--- src/rtl/gesture_eval_scheduler.sv ---
// Window scheduler for the voxel-bin gesture pipeline: snapshot, feature wait, eval strobe, bin sweep.
// Optional build macro GESTURE_SCHED_DECAY_EN: sweep halves bins after a passing window instead of clearing.
module gesture_eval_scheduler #(
  parameter int unsigned WINDOW_CYCLES = 1200000,
  parameter int unsigned NUM_BINS      = 16,
  parameter int unsigned BIN_ADDR_W    = 4,
  parameter int unsigned EVT_CNT_BITS  = 16,
  parameter int unsigned MIN_EVENTS    = 20,
  parameter int unsigned FEAT_TIMEOUT  = 64
) (
  input  logic                    clk,
  input  logic                    rst_n,
  input  logic                    enable,
  input  logic                    event_in,
  output logic                    snap_req,
  input  logic                    snap_ack,
  input  logic                    feat_done,
  output logic                    eval_valid,
  output logic                    eval_pass,
  output logic [1:0]              bin_op,
  output logic [BIN_ADDR_W-1:0]   bin_addr,
  output logic [EVT_CNT_BITS-1:0] window_events,
  output logic                    overrun,
  output logic                    feat_timeout
);

  localparam int unsigned TIMER_W = (WINDOW_CYCLES > 1) ? $clog2(WINDOW_CYCLES) : 1;
  localparam int unsigned FT_W    = $clog2(FEAT_TIMEOUT + 1);

  localparam logic [1:0] OP_NONE  = 2'b00;
  localparam logic [1:0] OP_CLEAR = 2'b01;
  localparam logic [1:0] OP_HALVE = 2'b10;

  typedef enum logic [2:0] {
    IDLE      = 3'd0,
    ACCUM     = 3'd1,
    SNAP      = 3'd2,
    WAIT_FEAT = 3'd3,
    EVAL      = 3'd4,
    SWEEP     = 3'd5
  } state_t;

  state_t                  state, state_d;
  logic [TIMER_W-1:0]      timer, timer_d;
  logic [EVT_CNT_BITS-1:0] evt_cnt, evt_cnt_d, evt_inc;
  logic [FT_W-1:0]         feat_cnt, feat_cnt_d;
  logic                    tick;

  logic                    snap_req_d, eval_valid_d, eval_pass_d;
  logic [1:0]              bin_op_d;
  logic [BIN_ADDR_W-1:0]   bin_addr_d;
  logic [EVT_CNT_BITS-1:0] window_events_d;
  logic                    overrun_d, feat_timeout_d;

  // State, counters and every output are registered together
  always_ff @(posedge clk or negedge rst_n) begin
    if (!rst_n) begin
      state         <= IDLE;
      timer         <= '0;
      evt_cnt       <= '0;
      feat_cnt      <= '0;
      snap_req      <= 1'b0;
      eval_valid    <= 1'b0;
      eval_pass     <= 1'b0;
      bin_op        <= OP_NONE;
      bin_addr      <= '0;
      window_events <= '0;
      overrun       <= 1'b0;
      feat_timeout  <= 1'b0;
    end else begin
      state         <= state_d;
      timer         <= timer_d;
      evt_cnt       <= evt_cnt_d;
      feat_cnt      <= feat_cnt_d;
      snap_req      <= snap_req_d;
      eval_valid    <= eval_valid_d;
      eval_pass     <= eval_pass_d;
      bin_op        <= bin_op_d;
      bin_addr      <= bin_addr_d;
      window_events <= window_events_d;
      overrun       <= overrun_d;
      feat_timeout  <= feat_timeout_d;
    end
  end

  // Next state, window bookkeeping and next output values
  always_comb begin
    state_d         = state;
    timer_d         = timer;
    evt_cnt_d       = evt_cnt;
    feat_cnt_d      = '0;
    tick            = 1'b0;
    snap_req_d      = 1'b0;
    eval_valid_d    = 1'b0;
    eval_pass_d     = 1'b0;
    bin_op_d        = OP_NONE;
    bin_addr_d      = '0;
    window_events_d = window_events;
    overrun_d       = overrun;
    feat_timeout_d  = feat_timeout;
    evt_inc         = (evt_cnt == '1) ? evt_cnt : evt_cnt + EVT_CNT_BITS'(1);

    if (!enable || state == IDLE) begin
      timer_d   = '0;
      evt_cnt_d = '0;
      state_d   = enable ? ACCUM : IDLE;
    end else begin
      tick      = (timer == TIMER_W'(WINDOW_CYCLES - 1));
      timer_d   = tick ? '0 : timer + TIMER_W'(1);
      evt_cnt_d = event_in ? evt_inc : evt_cnt;

      // The tick-cycle event still belongs to the closing window
      if (tick) begin
        window_events_d = evt_cnt_d;
        evt_cnt_d       = '0;
        if (state != ACCUM) overrun_d = 1'b1;
      end

      case (state)
        ACCUM: if (tick) state_d = SNAP;
        SNAP:  if (snap_ack) state_d = WAIT_FEAT;
        WAIT_FEAT: begin
          if (feat_done) begin
            state_d = EVAL;
          end else if (feat_cnt == FT_W'(FEAT_TIMEOUT - 1)) begin
            state_d        = SWEEP;
            feat_timeout_d = 1'b1;
          end else begin
            feat_cnt_d = feat_cnt + FT_W'(1);
          end
        end
        EVAL:  state_d = SWEEP;
        SWEEP: begin
          if (bin_addr == BIN_ADDR_W'(NUM_BINS - 1)) state_d = ACCUM;
          else bin_addr_d = bin_addr + BIN_ADDR_W'(1);
        end
        default: state_d = IDLE;
      endcase

      snap_req_d   = (state_d == SNAP);
      eval_valid_d = (state_d == EVAL);
      eval_pass_d  = (state_d == EVAL) && (window_events >= EVT_CNT_BITS'(MIN_EVENTS));

      // Sweep op is chosen on entry and held for the whole sweep
      if (state_d == SWEEP) begin
        if (state == SWEEP) begin
          bin_op_d = bin_op;
        end else if (state == EVAL) begin
`ifdef GESTURE_SCHED_DECAY_EN
          bin_op_d = eval_pass ? OP_HALVE : OP_CLEAR;
`else
          bin_op_d = OP_CLEAR;
`endif
        end else begin
          bin_op_d = OP_CLEAR;
        end
      end
    end
  end

endmodule
--- config.mk ---
export PLATFORM = sky130hd
export DESIGN_NAME = gesture_eval_scheduler
export DESIGN_NICKNAME = d
export VERILOG_FILES = /design/src/rtl/gesture_eval_scheduler.sv
export SDC_FILE = /design/constraint.sdc
export NUM_CORES = 1
export LEC_CHECK = 0
export CORE_UTILIZATION = 35
export CTS_CLUSTER_DIAMETER = 80
export DETAILED_ROUTE_END_ITERATION = 7
export PLACE_DENSITY_LB_ADDON = 0.05
export SLEW_MARGIN = 0
export SYNTH_ARGS = -nofsm -noshare
export SYNTH_HDL_FRONTEND = slang
export SYNTH_SLANG_ARGS = --single-unit
--- constraint.sdc ---
create_clock -name clk -period 3.19 [get_ports clk]
set_input_delay 0.319 -clock clk [delete_from_list [all_inputs] [get_ports clk]]
set_output_delay 0.319 -clock clk [all_outputs]
set_load 0.01 [all_outputs]
==> run_1/port_nets.png <==
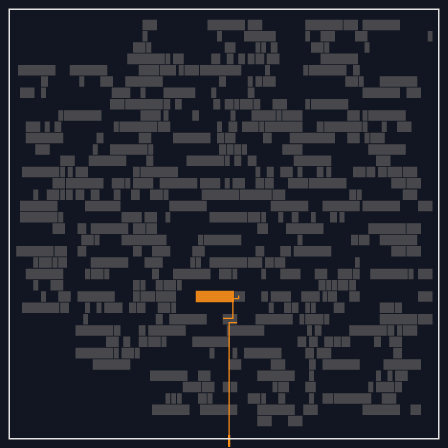
Key: `overrun` = orange [direction output, end cells 1, buffers 1, wire 38.3 um]
Buffers on Ports: 31
Top Ports: 33

==> run_1/met2.png <==
Cells faint in the background.
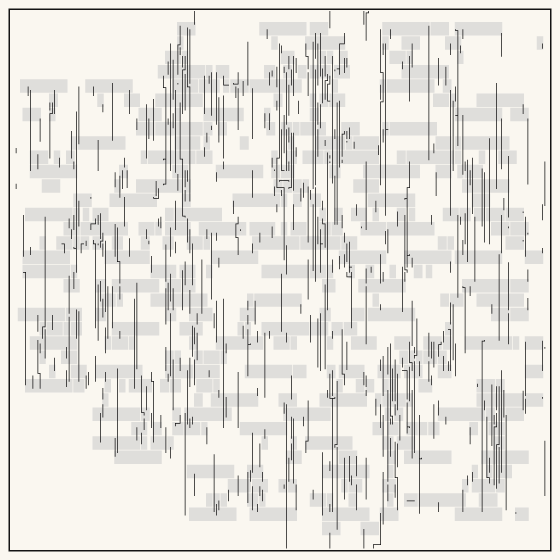
308 nets have wire on it. The longest straight run is 32.6 um.
total length of routed wires: 7340 um
DR vias: 2,534
met2 Track Usage GR: 0.222

==> impl_metrics.env, run 1 <==
# yosys + openroad results
export IMPL_tns_ns=0
export IMPL_grt_pass1_wl_um=12300
export IMPL_combPwrFrac=0.027
export IMPL_area_growth_pct=18.4
export IMPL_drt_iter0_drc=83
export IMPL_fp_row_count=36
export IMPL_final_nets=396
export IMPL_min_path_type="in -> async"
export IMPL_ys_cells=350
export IMPL_die_w_um=103
export IMPL_numSynthFlops=73
export IMPL_postCtsHoldBufs=0
export IMPL_cts_resized=0
export IMPL_grt_pass1_vias=2493
export IMPL_log_warning_count=26
export IMPL_required_ns=3.41
export IMPL_tritoncts="yes"
export IMPL_fin_util=0.429
export IMPL_grt_use_total=0.156
export IMPL_top_cells_by_area="dfrtp_1 51%, nor2_1 6.6%, xor2_1 4.4%"
export IMPL_yosys_area_um2=3560
export IMPL_finalCritPeriodShare=0.628
export IMPL_tightest_slew_ns=0.924
export IMPL_p_clk_frac=0.462
export IMPL_drive_gt1_frac=0.100
export IMPL_logic_family="simple AND/OR/NAND/NOR gates"
export IMPL_grt_max_degree=74
export IMPL_p_per_area_nw_per_um2=432
export IMPL_top_area_frac=0.513
export IMPL_htree_num_levels=3
export IMPL_aoi_share=0.102
export IMPL_path_clk_slew_ns=0.08
export IMPL_p_sw_w=0.000401
export IMPL_p_int_w=0.00142
export IMPL_hold_viol=0
export IMPL_worstRegToRegCells=5
export IMPL_coreArea_um2=9820
export IMPL_ant_nets=0
export IMPL_cts_setup_buffers=0
export IMPL_top_area_cell="dfrtp_1"
export IMPL_drv_slew=0
export IMPL_status="finished, final reports clean"
export IMPL_yosys_warnings=0
export IMPL_vias_per_cell=4.85
==> run_1/met3.png <==
The bar under the picture is 20 um long.
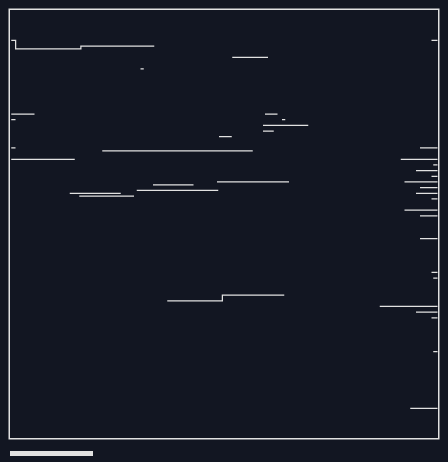
The longest straight run is 35.9 um. The layer holds 4.1% of the routed length.
GR Util met3: 0.0346

-- run 1: power by group through the flow --
| stage | Clock (W) | Sequential, W | Combinational [W] |
|---|---|---|---|
| floorplan | 0 | 0.000948 | 0.0000231 |
| global placement | 0 | 0.000950 | 0.0000515 |
| detailed placement | 0 | 0.000950 | 0.0000518 |
| CTS | 0.000864 | 0.000932 | 0.0000517 |
| global route | 0.000907 | 0.000932 | 0.0000575 |
| finish | 0.000841 | 0.000931 | 0.0000489 |
-- run 1: cells by family after synthesis --
family                     count (synthesis)
other                                      1
AOI/OAI and AO/OA                         51
adders and majority gates                  5
and+or+nand+nor                          164
xor gates and xnor gates                  30
buffers and inverters                     21
DFF                                       73
muxes                                      5
-- run 1: cell usage after synthesis, types with 2 or more instances --
| cell | number |
|---|---|
| a21o_1 | 4 |
| a21oi_1 | 15 |
| and3_1 | 8 |
| and4_1 | 3 |
| buf_2 | 3 |
| buf_4 | 5 |
| dfrtp_1 | 73 |
| ha_1 | 5 |
| inv_1 | 12 |
| mux2i_1 | 4 |
| nand2_1 | 25 |
| nand2b_1 | 2 |
| nand3_1 | 17 |
| nand3b_1 | 2 |
| nand4_1 | 7 |
| nand4_4 | 3 |
| nor2_1 | 63 |
| nor3_1 | 12 |
| nor4_1 | 5 |
| o21ai_0 | 10 |
| o21ai_2 | 7 |
| or3_1 | 3 |
| xnor2_1 | 12 |
| xor2_1 | 18 |
-- run 1: registers in the layout, indices dropped and copies added, names as in the netlist --
signal / count
evt_cnt: 16
eval_pass: 1
timer: 21
window_events: 16
eval_valid: 1
feat_timeout: 1
overrun: 1
bin_addr: 4
feat_cnt: 7
snap_req: 1
bin_op: 1
state: 3
-- run 1: critical path, cell delays in order (launching register included) --
cell and delay, ns:
dfrtp_1 0.45, nor4b_4 0.32, nand4_2 0.19, or3_1 0.66, nand2_1 0.19, o21ai_2 0.07
-- run 1: path summary, 6_finish.rpt --
path	start	endpoint	slack, ns
max in group asynchronous	rst_n	timer[20]	2.48
worst min-delay path	rst_n	bin_addr[1]	0.11
worst min register to register	overrun	overrun	0.46
min in group clk	overrun	overrun	0.46
worst max register to register	timer[16]	window_events[12]	1.19
worst max-delay path	timer[16]	window_events[12]	1.19
-- run 1: cell type report --
class / count / area [um^2] / share of cell area
Clock inverter: 5 / 77.6 / 0.0184
Clock buffer: 11 / 151 / 0.0359
Inverter: 12 / 45.0 / 0.0107
Sequential cell: 73 / 1830 / 0.433
Multi-Input combinational cell: 256 / 1630 / 0.386
Tap cell: 133 / 166 / 0.0395
Timing Repair Buffer: 33 / 323 / 0.0766
-- run 1: per-layer routing --
layer  vias up  wire, um  global-route usage
li1       1284         -                   -
met1      1191      3880               0.231
met2        52      3050               0.222
met3         7       302              0.0346
met4         0       104              0.0553
met5         -         0                   0
-- run 1: through the flow --
stage	setup slack, ns	hold slack, ns	cells	total power, W	instance area (um^2)
2_1_floorplan	1.47	0.0234	350	0.000971	3560
3_3_place_gp	0.976	0.445	507	0.00100	3990
3_5_place_dp	0.917	0.448	507	0.00100	3990
4_1_cts	1.14	0.140	523	0.00185	4220
5_1_grt	0.982	0.186	523	0.00190	4220
6_report	1.19	0.105	523	0.00182	4220
==> inputs of run 2 (changes only) <==
Clock period 3.19 ns to 1.9 ns, I/O delays scaled along.
==> run_2/met3.png <==
The bar under the picture is 20 um long.
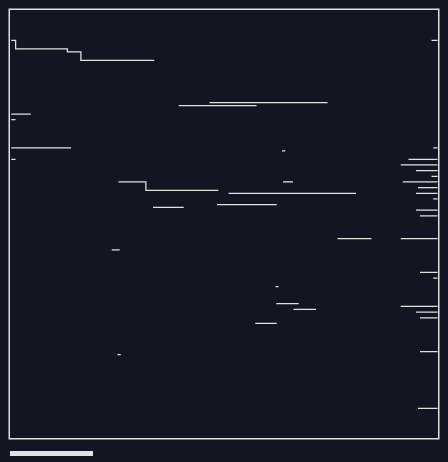
32 nets have wire on it. The wires run mostly horizontal. The longest straight run is 30.4 um.
DR vias: 2,631
total length of routed wires: 7520 um
GR Util met3: 0.0278

==> run 2 against run 1 <==
Compared with the run above:
- fmax is 11% higher
- sequential power is 68% higher
- sequential cell count stayed put
- cell count is 4.0% higher
- worst setup slack worse by 1.1 ns
==> impl_metrics.env, run 2 <==
# yosys + openroad results
export IMPL_fin_cells=544
export IMPL_worstRegToRegCells=6
export IMPL_drt_iter0_drc=94
export IMPL_top_regs="timer: 21 flops, evt_cnt: 16 flops, window_events: 16 flops"
export IMPL_r2r_end="eval_pass"
export IMPL_io_pins=33
export IMPL_tritoncts="yes"
export IMPL_yosys_warnings=0
export IMPL_crit_path_max_fanout=4
export IMPL_vias_per_cell=4.84
export IMPL_drive_gt1_frac=0.148
export IMPL_path_clk_slew_ns=0.08
export IMPL_fin_util=0.453
export IMPL_top_area_cell="dfrtp_1"
export IMPL_p_sw_w=0.000659
export IMPL_htree_num_levels=3
export IMPL_fp_row_count=36
export IMPL_hold_viol=0
export IMPL_final_nets=418
export IMPL_r2r_start="bin_addr[1]"
export IMPL_log_warning_count=26
export IMPL_finalCritPeriodShare=0.954
export IMPL_die_w_um=103
export IMPL_area_growth_pct=24.8
export IMPL_tns_ns=0
export IMPL_p_int_w=0.00245
export IMPL_edf_count=0
export IMPL_top_cells_by_area="dfrtp_1 51%, nor2_1 6.6%, xor2_1 4.4%"
export IMPL_p_per_area_nw_per_um2=701
export IMPL_largest_register="timer"
export IMPL_largest_reg_flops=21
export IMPL_coreArea_um2=9820
export IMPL_combPwrFrac=0.034
export IMPL_hpwl_um=5360
export IMPL_rrSetupSlack_ns=0.09
export IMPL_grt_pass1_vias=2472
export IMPL_yosys_area_um2=3560
export IMPL_numSynthFlops=73
export IMPL_drv_slew=0
export IMPL_required_ns=2.14
export IMPL_top_area_frac=0.513
export IMPL_post_drt_wl_per_cell_um=13.8
export IMPL_setup_viol=0
export IMPL_grt_use_total=0.157
export IMPL_status="finished, final reports clean"
export IMPL_dpl_cell_count=526
export IMPL_common_cells="73 x dfrtp_1, 63 x nor2_1, 25 x nand2_1, 18 x xor2_1, 17 x nand3_1"
==> run_2/port_nets.png <==
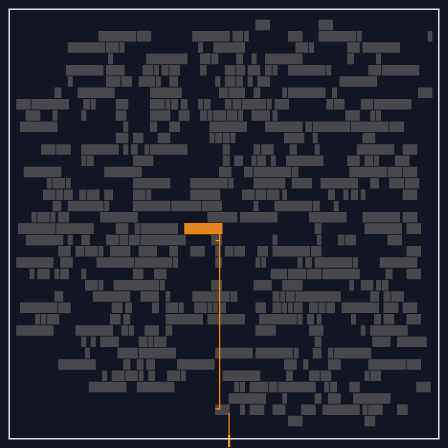
Key: `overrun` = orange [direction output, end cells 1, buffers 1, wire 50.4 um]

## run 2: cell count changes in the layout (fill, tap and decap cells not counted), sizes merged
cell	previous run	this run
dlygate4sd3	0	1
bufinv	2	3
buf	3	24
clkbuf	11	9
## run 2: power by group through the flow
stage | clock [W] | sequential [W] | combinational (W)
after floorplan | 0 | 0.00159 | 0.0000388
after global placement | 0 | 0.00159 | 0.000105
after detailed placement | 0 | 0.00159 | 0.000105
after CTS | 0.00150 | 0.00156 | 0.000107
after global routing | 0.00156 | 0.00156 | 0.000120
final | 0.00145 | 0.00156 | 0.000105
## run 2: layout make-up
cell class                 count  area, um^2  share of cell area
sequential                    73        1830               0.411
multi-input combinational    256        1630               0.368
timing repair buffer          55         541               0.122
tap                          133         166              0.0374
clock buffer                   9         124              0.0279
clock inverter                 6         108              0.0242
inverter                      12        45.0              0.0101
## run 2: through the flow
stage	instance area, um^2	setup slack [ns]	total power, W	hold WS (ns)
after global placement	4180	0.0519	0.00170	0.188
final	4440	0.0871	0.00311	0.344
after CTS	4420	0.0488	0.00317	0.353
after global routing	4440	-0.000258	0.00324	0.379
after detailed placement	4180	0.0232	0.00170	0.189
after floorplan	3560	0.178	0.00163	-0.106
## run 2: worst max-delay path by stage
stage / from / endpoint / slack [ns] / cells after the start
finish: bin_addr[1] / eval_pass / 0.09 / 6
detailed placement: event_in / window_events[15] / 0.02 / 6
global placement: event_in / window_events[13] / 0.05 / 6
global route: evt_cnt[8] / window_events[1] / -0.0003 / 5
floorplan: bin_addr[0] / eval_pass / 0.18 / 6
CTS: bin_addr[1] / eval_pass / 0.05 / 6
## run 2: logic make-up (layout without fill, tap and decap cells)
logic type	Yosys count	count (layout)	synth area share
simple gates	164	164	0.248
flops	73	73	0.513
compound gates	51	51	0.102
xor+xnor	30	30	0.0738
buf+inv	21	82	0.0306
fa+ha+maj	5	5	0.0176
mux	5	5	0.0144
other cells	1	1	0.00105
## run 2: routing by layer
layer,part of all wire,global-route usage,vias up
met4,0.016,0.0683,0
met1,0.54,0.239,1242
met2,0.40,0.217,48
met3,0.040,0.0278,10
li1,-,-,1331
met5,0,0,-
## run 2: timing repair
action                                  CTS  global route
hold buffers                              1             0
hold endpoints to repair                 35             0
resized                                   0             2
endpoints found under the setup margin    0             5
buffers inserted                          0             2
## run 2: critical path, stage by stage, from the launching register on
cell and delay (ns):
dfrtp_1 0.42, ha_1 0.23, and3_1 0.21, a21oi_1 0.15, a31oi_1 0.07, or3b_4 0.44, a211oi_1 0.19
==> inputs of run 3 (changes only) <==
Settings changed: RECOVER_POWER from default to 100.
==> run_3/final_placement.png <==
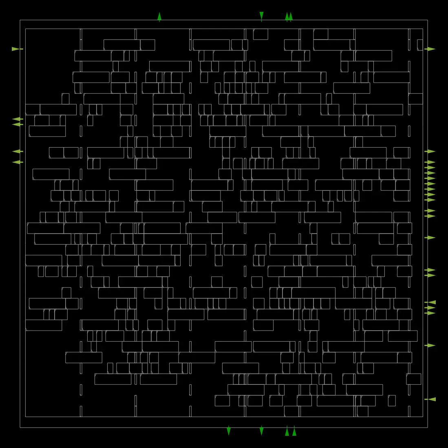
total core area: 9820 um^2
Layout Utilization: 0.449
Flop Count: 73
n_taps: 133
sequential share of cell area: 0.415

==> run 3 against run 2 <==
Compared with the run above:
- utilization is 0.39 points lower
- non-clock buffer count unchanged
- first-iteration DRC count rose by 14%
- critical path depth is the same
- hold slack better by 0.11 ns
- area after synthesis is the same
- count of clock-buffer cells in the layout unchanged
- fmax rose by 0.26%
- power about the same
- register-to-register slack about the same
- synthesized cell count unchanged
- largest cell class unchanged
- highest routed layer unchanged
==> impl_metrics.env, run 3 <==
# yosys + openroad results
export IMPL_die_w_um=103
export IMPL_path_clk_slew_ns=0.08
export IMPL_drt_iter0_drc=107
export IMPL_min_to="feat_cnt[0]"
export IMPL_fp_row_count=36
export IMPL_status="finished, final reports clean"
export IMPL_grt_pass1_wl_um=12500
export IMPL_crit_path_max_incr_delay_ns=0.44
export IMPL_io_pins=33
export IMPL_top_regs="timer: 21 flops, evt_cnt: 16 flops, window_events: 16 flops"
export IMPL_rrSetupSlack_ns=0.09
export IMPL_synth_dominant_cell_count="dfrtp_1"
export IMPL_top_area_cell="dfrtp_1"
export IMPL_grt_use_total=0.157
export IMPL_r2r_start="bin_addr[1]"
export IMPL_top_area_frac=0.513
export IMPL_log_warning_count=26
export IMPL_layout_setup_ws_ns=0.0918
export IMPL_crit_path_max_fanout=4
export IMPL_portBuffers=31
==> run_3/met3.png <==
The bar under the picture is 20 um long.
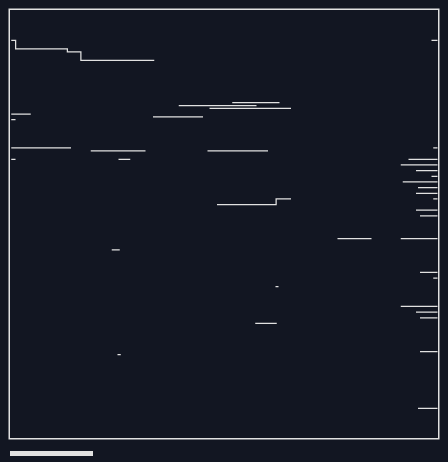
The longest straight run is 19.3 um. The layer carries 271 um of wire.
total length of routed wires: 7530 um
DR vias: 2,617

run 3: how the worst max path moves through the flow:
stage / slack (ns) / to / from / cells past startpoint
after floorplan: 0.18 / eval_pass / bin_addr[0] / 6
after global placement: 0.05 / window_events[13] / event_in / 6
after detailed placement: 0.02 / window_events[15] / event_in / 6
after CTS: 0.05 / eval_pass / bin_addr[1] / 6
after global routing: -0.0002 / window_events[1] / evt_cnt[8] / 5
final: 0.09 / eval_pass / bin_addr[1] / 6
run 3: layer usage:
| layer | GRT usage | routed length [um] | vias up |
|---|---|---|---|
| met5 | 0 | 0 | - |
| met3 | 0.0278 | 270 | 8 |
| li1 | - | - | 1328 |
| met2 | 0.217 | 3060 | 45 |
| met1 | 0.239 | 4110 | 1236 |
| met4 | 0.0683 | 89 | 0 |
run 3: metrics by stage:
stage | instance area [um^2] | std cells
finish | 4410 | 544
global route | 4410 | 544
CTS | 4420 | 542
detailed placement | 4180 | 526
global placement | 4180 | 526
floorplan | 3560 | 350
run 3: cell families (layout without fill, tap and decap cells):
logic type / count (synthesis) / in the layout / synth area share
adder cells (fa/ha/maj): 5 / 5 / 0.0176
multiplexers: 5 / 5 / 0.0144
buffers and inverters: 21 / 82 / 0.0306
AND/OR/NAND/NOR: 164 / 164 / 0.248
AND-OR/OR-AND: 51 / 51 / 0.102
other: 1 / 1 / 0.00105
flip-flops: 73 / 73 / 0.513
XOR/XNOR: 30 / 30 / 0.0738
run 3: critical path: cells and delay by family, from the launching register on:
kind | cells | cell delay, ns
adders and majority gates | 1 | 0.23
AOI/OAI and AO/OA | 3 | 0.41
and+or+nand+nor | 2 | 0.65
DFF | 1 | 0.42
run 3: power breakdown:
| part | leakage (nW) | switching (W) | total [W] | internal [W] |
|---|---|---|---|---|
| Sequential | 1.01 | 0.00000585 | 0.00156 | 0.00156 |
| Clock | 0.115 | 0.000588 | 0.00145 | 0.000861 |
| Combinational | 0.909 | 0.0000671 | 0.000104 | 0.0000365 |
| Total | 2.03 | 0.000661 | 0.00311 | 0.00245 |
run 3: area by class of cell:
class	instances	area, um^2	share of cell area
multi-input combinational	256	1620	0.367
clock inverter	6	108	0.0244
tap	133	166	0.0378
inverter	12	45.0	0.0102
sequential	73	1830	0.415
timing repair buffer	55	518	0.118
clock buffer	9	124	0.0281
run 3: repair_timing:
item                                    in CTS  in global routing
buffers inserted                             0                  2
endpoints found under the setup margin       0                  5
gates resized                                0                  2
endpoints found under the hold margin       35                  0
hold buffers                                 1                  0

## Gallery

Cells colored by class.
Fill, decap, tap and diode cells in gray.
shot_01.png
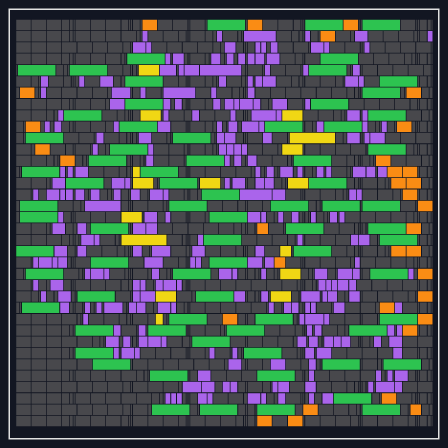
shot_02.png
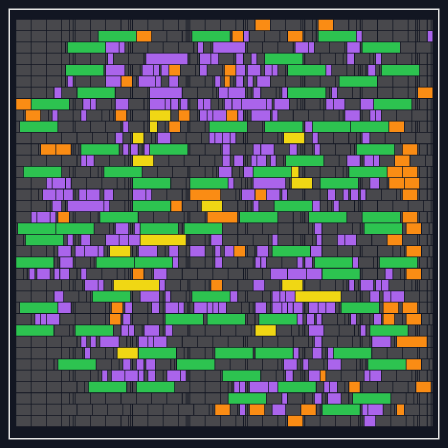
- run 3 = shot_02.png
- run 1 = shot_01.png

Key to shot_02.png:
Key: all other logic = purple [cells 268]; clock drivers and dummy loads = yellow [cells 15]; flops = green [cells 73]; other buffers and delay cells = orange [cells 55]

Power and IR drop assume default switching activity.
